<file path="src/rtl/div_pkg.sv">
// Shared types and constants for the division sequencer: FSM state encoding,
// the default iteration count and the iteration-counter width.
package div_pkg;

    typedef enum logic [1:0] {
        IDLE    = 2'd0,
        RUN     = 2'd1,
        CAPTURE = 2'd2
    } div_state_t;

    localparam int DIV_ITERATIONS = 32;

    // The counter must be able to hold the value ITERATIONS itself.
    function automatic int cnt_width(input int iterations);
        return $clog2(iterations + 1);
    endfunction

    localparam int DIV_CNT_W = $clog2(DIV_ITERATIONS + 1);

endpackage

</file>
<file path="src/rtl/div_seq_if.sv">
// Bus between the control unit / iterative divider and div_seq. The master
// modport is the environment side; the slave modport is the sequencer.
interface div_seq_if;
    logic        start;
    logic [31:0] a;
    logic [31:0] b;
    logic        div_op;
    logic [31:0] div_dividend;
    logic [31:0] div_divisor;
    logic [31:0] div_q;
    logic [31:0] div_r;
    logic        hi_we;
    logic        lo_we;
    logic [31:0] wdata;
    logic        busy;
    logic        done;
    logic        div0;
    logic [31:0] hi;
    logic [31:0] lo;

    modport master (
        output start, a, b, div_q, div_r, hi_we, lo_we, wdata,
        input  div_op, div_dividend, div_divisor, busy, done, div0, hi, lo
    );

    modport slave (
        input  start, a, b, div_q, div_r, hi_we, lo_we, wdata,
        output div_op, div_dividend, div_divisor, busy, done, div0, hi, lo
    );
endinterface

</file>
<file path="src/rtl/div_sign_fix.sv">
// Signed-mode helper: converts operands to magnitudes and restores result
// signs. Purely combinational; only instantiated when DIV_SIGNED_EN is set.
module div_sign_fix (
    input  logic [31:0] a,
    input  logic [31:0] b,
    input  logic [31:0] q_raw,
    input  logic [31:0] r_raw,
    input  logic        neg_q,
    input  logic        neg_r,
    output logic [31:0] a_mag,
    output logic [31:0] b_mag,
    output logic [31:0] q_fix,
    output logic [31:0] r_fix
);
    // 0x80000000 has no positive counterpart; its two's complement is itself,
    // which is the correct unsigned magnitude for the divider.
    assign a_mag = a[31] ? (~a + 32'd1) : a;
    assign b_mag = b[31] ? (~b + 32'd1) : b;

    assign q_fix = neg_q ? (~q_raw + 32'd1) : q_raw;
    assign r_fix = neg_r ? (~r_raw + 32'd1) : r_raw;
endmodule

</file>
<file path="src/rtl/div_seq.sv">
// Division sequencer with HI/LO registers. Unsigned (divu) by default;
// define DIV_SIGNED_EN to add magnitude conversion and signed result fix-up.
module div_seq
    import div_pkg::*;
#(
    parameter int ITERATIONS = DIV_ITERATIONS
) (
    input logic       clk,
    input logic       reset,
    div_seq_if.slave  bus
);
    localparam int               CNT_W = cnt_width(ITERATIONS);
    localparam logic [CNT_W-1:0] LAST  = CNT_W'(ITERATIONS - 1);

    div_state_t       state, state_next;
    logic [CNT_W-1:0] cnt;
    logic             accept, div0_req, commit, active;
    logic [31:0]      a_in, b_in, q_fix, r_fix;

`ifdef DIV_SIGNED_EN
    logic neg_q, neg_r;

    div_sign_fix u_sign_fix (
        .a     (bus.a),
        .b     (bus.b),
        .q_raw (bus.div_q),
        .r_raw (bus.div_r),
        .neg_q (neg_q),
        .neg_r (neg_r),
        .a_mag (a_in),
        .b_mag (b_in),
        .q_fix (q_fix),
        .r_fix (r_fix)
    );

    always_ff @(posedge clk or posedge reset) begin
        if (reset) begin
            neg_q <= 1'b0;
            neg_r <= 1'b0;
        end else if (accept) begin
            neg_q <= bus.a[31] ^ bus.b[31];
            neg_r <= bus.a[31];
        end
    end
`else
    assign a_in  = bus.a;
    assign b_in  = bus.b;
    assign q_fix = bus.div_q;
    assign r_fix = bus.div_r;
`endif

    // NOTE: every output of this block gets a default first, so no path
    // through the case statement can leave a value held and infer a latch.
    always_comb begin
        state_next = state;
        accept     = 1'b0;
        div0_req   = 1'b0;
        commit     = 1'b0;
        active     = (state != IDLE);
        case (state)
            IDLE: begin
                if (bus.start) begin
                    if (bus.b == 32'd0) begin
                        div0_req = 1'b1;
                    end else begin
                        accept     = 1'b1;
                        state_next = RUN;
                    end
                end
            end
            RUN: begin
                if (cnt == LAST) state_next = CAPTURE;
            end
            CAPTURE: begin
                commit     = 1'b1;
                state_next = IDLE;
            end
            default: state_next = IDLE;
        endcase
    end

    assign bus.div_op = active;
    assign bus.busy   = active;

    // NOTE: all state below uses non-blocking assignments so every register
    // samples pre-edge values regardless of process ordering.
    always_ff @(posedge clk or posedge reset) begin
        if (reset) begin
            state            <= IDLE;
            cnt              <= '0;
            bus.div_dividend <= '0;
            bus.div_divisor  <= '0;
            bus.done         <= 1'b0;
            bus.div0         <= 1'b0;
        end else begin
            state    <= state_next;
            bus.done <= commit;
            bus.div0 <= div0_req;
            if (accept) begin
                cnt              <= '0;
                bus.div_dividend <= a_in;
                bus.div_divisor  <= b_in;
            end else if (state == RUN) begin
                cnt <= cnt + CNT_W'(1);
            end
        end
    end

    // The result commit takes priority over a direct mthi/mtlo on the same edge.
    always_ff @(posedge clk or posedge reset) begin
        if (reset) begin
            bus.hi <= '0;
            bus.lo <= '0;
        end else begin
            if (commit)         bus.hi <= r_fix;
            else if (bus.hi_we) bus.hi <= bus.wdata;
            if (commit)         bus.lo <= q_fix;
            else if (bus.lo_we) bus.lo <= bus.wdata;
        end
    end
endmodule

</file>
<file path="src/flat_wrapper.sv">
// flat-port wrapper written by rule: the top's interface ports become plain ports
module div_seq_flat import div_pkg::*;
#(
    parameter int ITERATIONS = DIV_ITERATIONS
)
  (clk, reset, bus_start, bus_a, bus_b, bus_div_q, bus_div_r, bus_hi_we, bus_lo_we, bus_wdata, bus_div_op, bus_div_dividend, bus_div_divisor, bus_busy, bus_done, bus_div0, bus_hi, bus_lo);
  div_seq_if bus_i ();
  input logic clk;
  input logic reset;
  input wire logic [$bits(bus_i.start)-1:0] bus_start;
  input wire logic [$bits(bus_i.a)-1:0] bus_a;
  input wire logic [$bits(bus_i.b)-1:0] bus_b;
  input wire logic [$bits(bus_i.div_q)-1:0] bus_div_q;
  input wire logic [$bits(bus_i.div_r)-1:0] bus_div_r;
  input wire logic [$bits(bus_i.hi_we)-1:0] bus_hi_we;
  input wire logic [$bits(bus_i.lo_we)-1:0] bus_lo_we;
  input wire logic [$bits(bus_i.wdata)-1:0] bus_wdata;
  output wire logic [$bits(bus_i.div_op)-1:0] bus_div_op;
  output wire logic [$bits(bus_i.div_dividend)-1:0] bus_div_dividend;
  output wire logic [$bits(bus_i.div_divisor)-1:0] bus_div_divisor;
  output wire logic [$bits(bus_i.busy)-1:0] bus_busy;
  output wire logic [$bits(bus_i.done)-1:0] bus_done;
  output wire logic [$bits(bus_i.div0)-1:0] bus_div0;
  output wire logic [$bits(bus_i.hi)-1:0] bus_hi;
  output wire logic [$bits(bus_i.lo)-1:0] bus_lo;
  assign bus_i.start = bus_start;
  assign bus_i.a = bus_a;
  assign bus_i.b = bus_b;
  assign bus_i.div_q = bus_div_q;
  assign bus_i.div_r = bus_div_r;
  assign bus_i.hi_we = bus_hi_we;
  assign bus_i.lo_we = bus_lo_we;
  assign bus_i.wdata = bus_wdata;
  assign bus_div_op = bus_i.div_op;
  assign bus_div_dividend = bus_i.div_dividend;
  assign bus_div_divisor = bus_i.div_divisor;
  assign bus_busy = bus_i.busy;
  assign bus_done = bus_i.done;
  assign bus_div0 = bus_i.div0;
  assign bus_hi = bus_i.hi;
  assign bus_lo = bus_i.lo;
  div_seq #(.ITERATIONS(ITERATIONS)) u_core (.clk(clk), .reset(reset), .bus(bus_i));
endmodule
</file>
<file path="config.mk">
export PLATFORM = sky130hd
export DESIGN_NAME = div_seq_flat
export DESIGN_NICKNAME = d
export VERILOG_FILES = /design/src/rtl/div_pkg.sv /design/src/rtl/div_seq_if.sv /design/src/rtl/div_sign_fix.sv /design/src/rtl/div_seq.sv /design/src/flat_wrapper.sv
export SDC_FILE = /design/constraint.sdc
export NUM_CORES = 1
export LEC_CHECK = 0
export ABC_CLOCK_PERIOD_IN_PS = 4059
export CORE_MARGIN = 10
export CORE_UTILIZATION = 25
export DETAILED_ROUTE_END_ITERATION = 6
export GPL_TIMING_DRIVEN = 0
export PLACE_DENSITY = 0.53
export SLEW_MARGIN = 20
export SYNTH_ARGS = -nofsm -noshare
export SYNTH_HDL_FRONTEND = slang
export SYNTH_SLANG_ARGS = --single-unit
</file>
<file path="constraint.sdc">
create_clock -name clk -period 4.06 [get_ports clk]
set_clock_uncertainty 0.15 [all_clocks]
set_input_delay 0.609 -clock clk [delete_from_list [all_inputs] [get_ports clk]]
set_output_delay 0.609 -clock clk [all_outputs]
set_load 0.1 [all_outputs]
</file>
==> flow_summary.ini <==
; synthesis and place-and-route metrics
[grt]
first_global_vias = 5791
gr-usage-met2_pct = 24.02
antenna_found_initial = 3

[clock_tree]
clockBufferDepth = 2
root_buffer = clkbuf_16
h-tree-depth = 4

[drt]
drt_pre_antenna_iters = 4
num_vias = 4970
final_antenna_net_count = 0
drc = 0

[power_and_ir_drop]
power_frac_seq_pct = 23.8

[layout]
logic_gates = 301
final_area_sq_mm = 0.01004
drive_gt1_share_pct = 15.09
lay_top_count = clkdlybuf4s50_1
comb_area_sq_mm = 0.002336
final-clk-cell-share_pct = 6.068
buffers = 329

[synth]
synth.logic.top_family = multiplexers
fa_ha_area_share_pct = 0.2085
avgSynthCellArea_sq_um = 12.72
syn-num-nets = 638
most_common_cell = dfrtp_1
simple_gate_area_share_pct = 7.400
ys_sh_mux_pct = 24.87
largest_area_cell = dfrtp_1
synth-edff-count = 0
yosys.area_share.aoi_pct = 6.004

[final_timing]
finalSetupViolations = 0
slew_headroom_pct = 27.38
worst_slew_pin_slew_ns = 1.086
slew_viol_final = 0

[place]
place_area_sq_mm = 0.009428
place_ws_ns = 1.079

[die]
fp_util_pct = 25.49
io_pins = 297

[setup_path]
reg2reg_slack_ns = 1.92
critPathCapture = bus_div_op
path_depth = 4
cp_cell_sequence = nor2_1, inv_1, buf_4, clkdlybuf4s50_1
cp.required_ns = 3.30

[status]
status = completed

[run]
warning_count = 26
### Register map, names as in the netlist

Scale: 1.5 px per um.
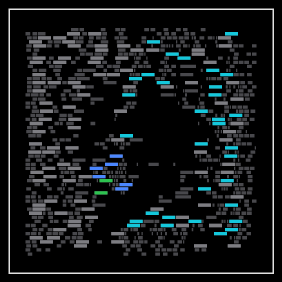
- cyan: u_core.bus.hi (flops 32)
- blue: u_core.cnt (flops 6)
- green: u_core.state (flops 2)
sequential power: 2080 uW
Post-Route Utilization: 42.66%
Storage cell area: 0.003453 sq mm

### Wires at chosen ports, followed through buffers

Scale: 3 px per um.
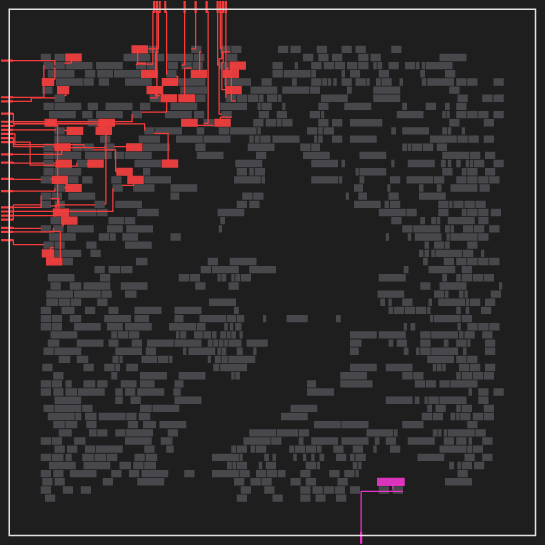
- magenta: bus_done (bits 1; direction output; edge south; end cells 1; buffers 1; wire 33.3 um)
- red: bus_a (bits 32; direction input; edge 21 west, 11 north; end cells 32; buffers 32; wire 1010 um)

### Clock wiring as the flow saved it

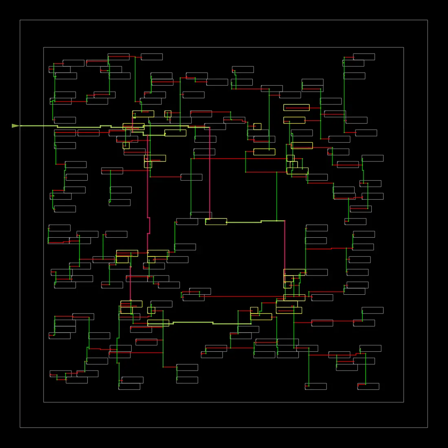
clk ins delay skew pair: 0.42 ns
clock sink count: 138
Flops: 138
Num CTS Buffers: 17
clk_buf instances: 19

### Gate families picked out

Scale: 2 px per um.
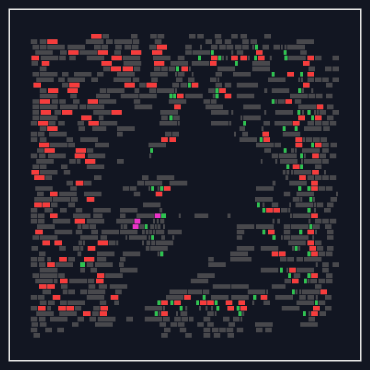
- red: multiplexers (cells 128; most used mux2i_1; where spread over the die)
- magenta: XOR/XNOR gates (cells 3; most used xor2_1)
- green: inverting AOI/OAI gates (cells 69; most used o21ai_0)

Power is estimated from default activity; no workload was simulated.
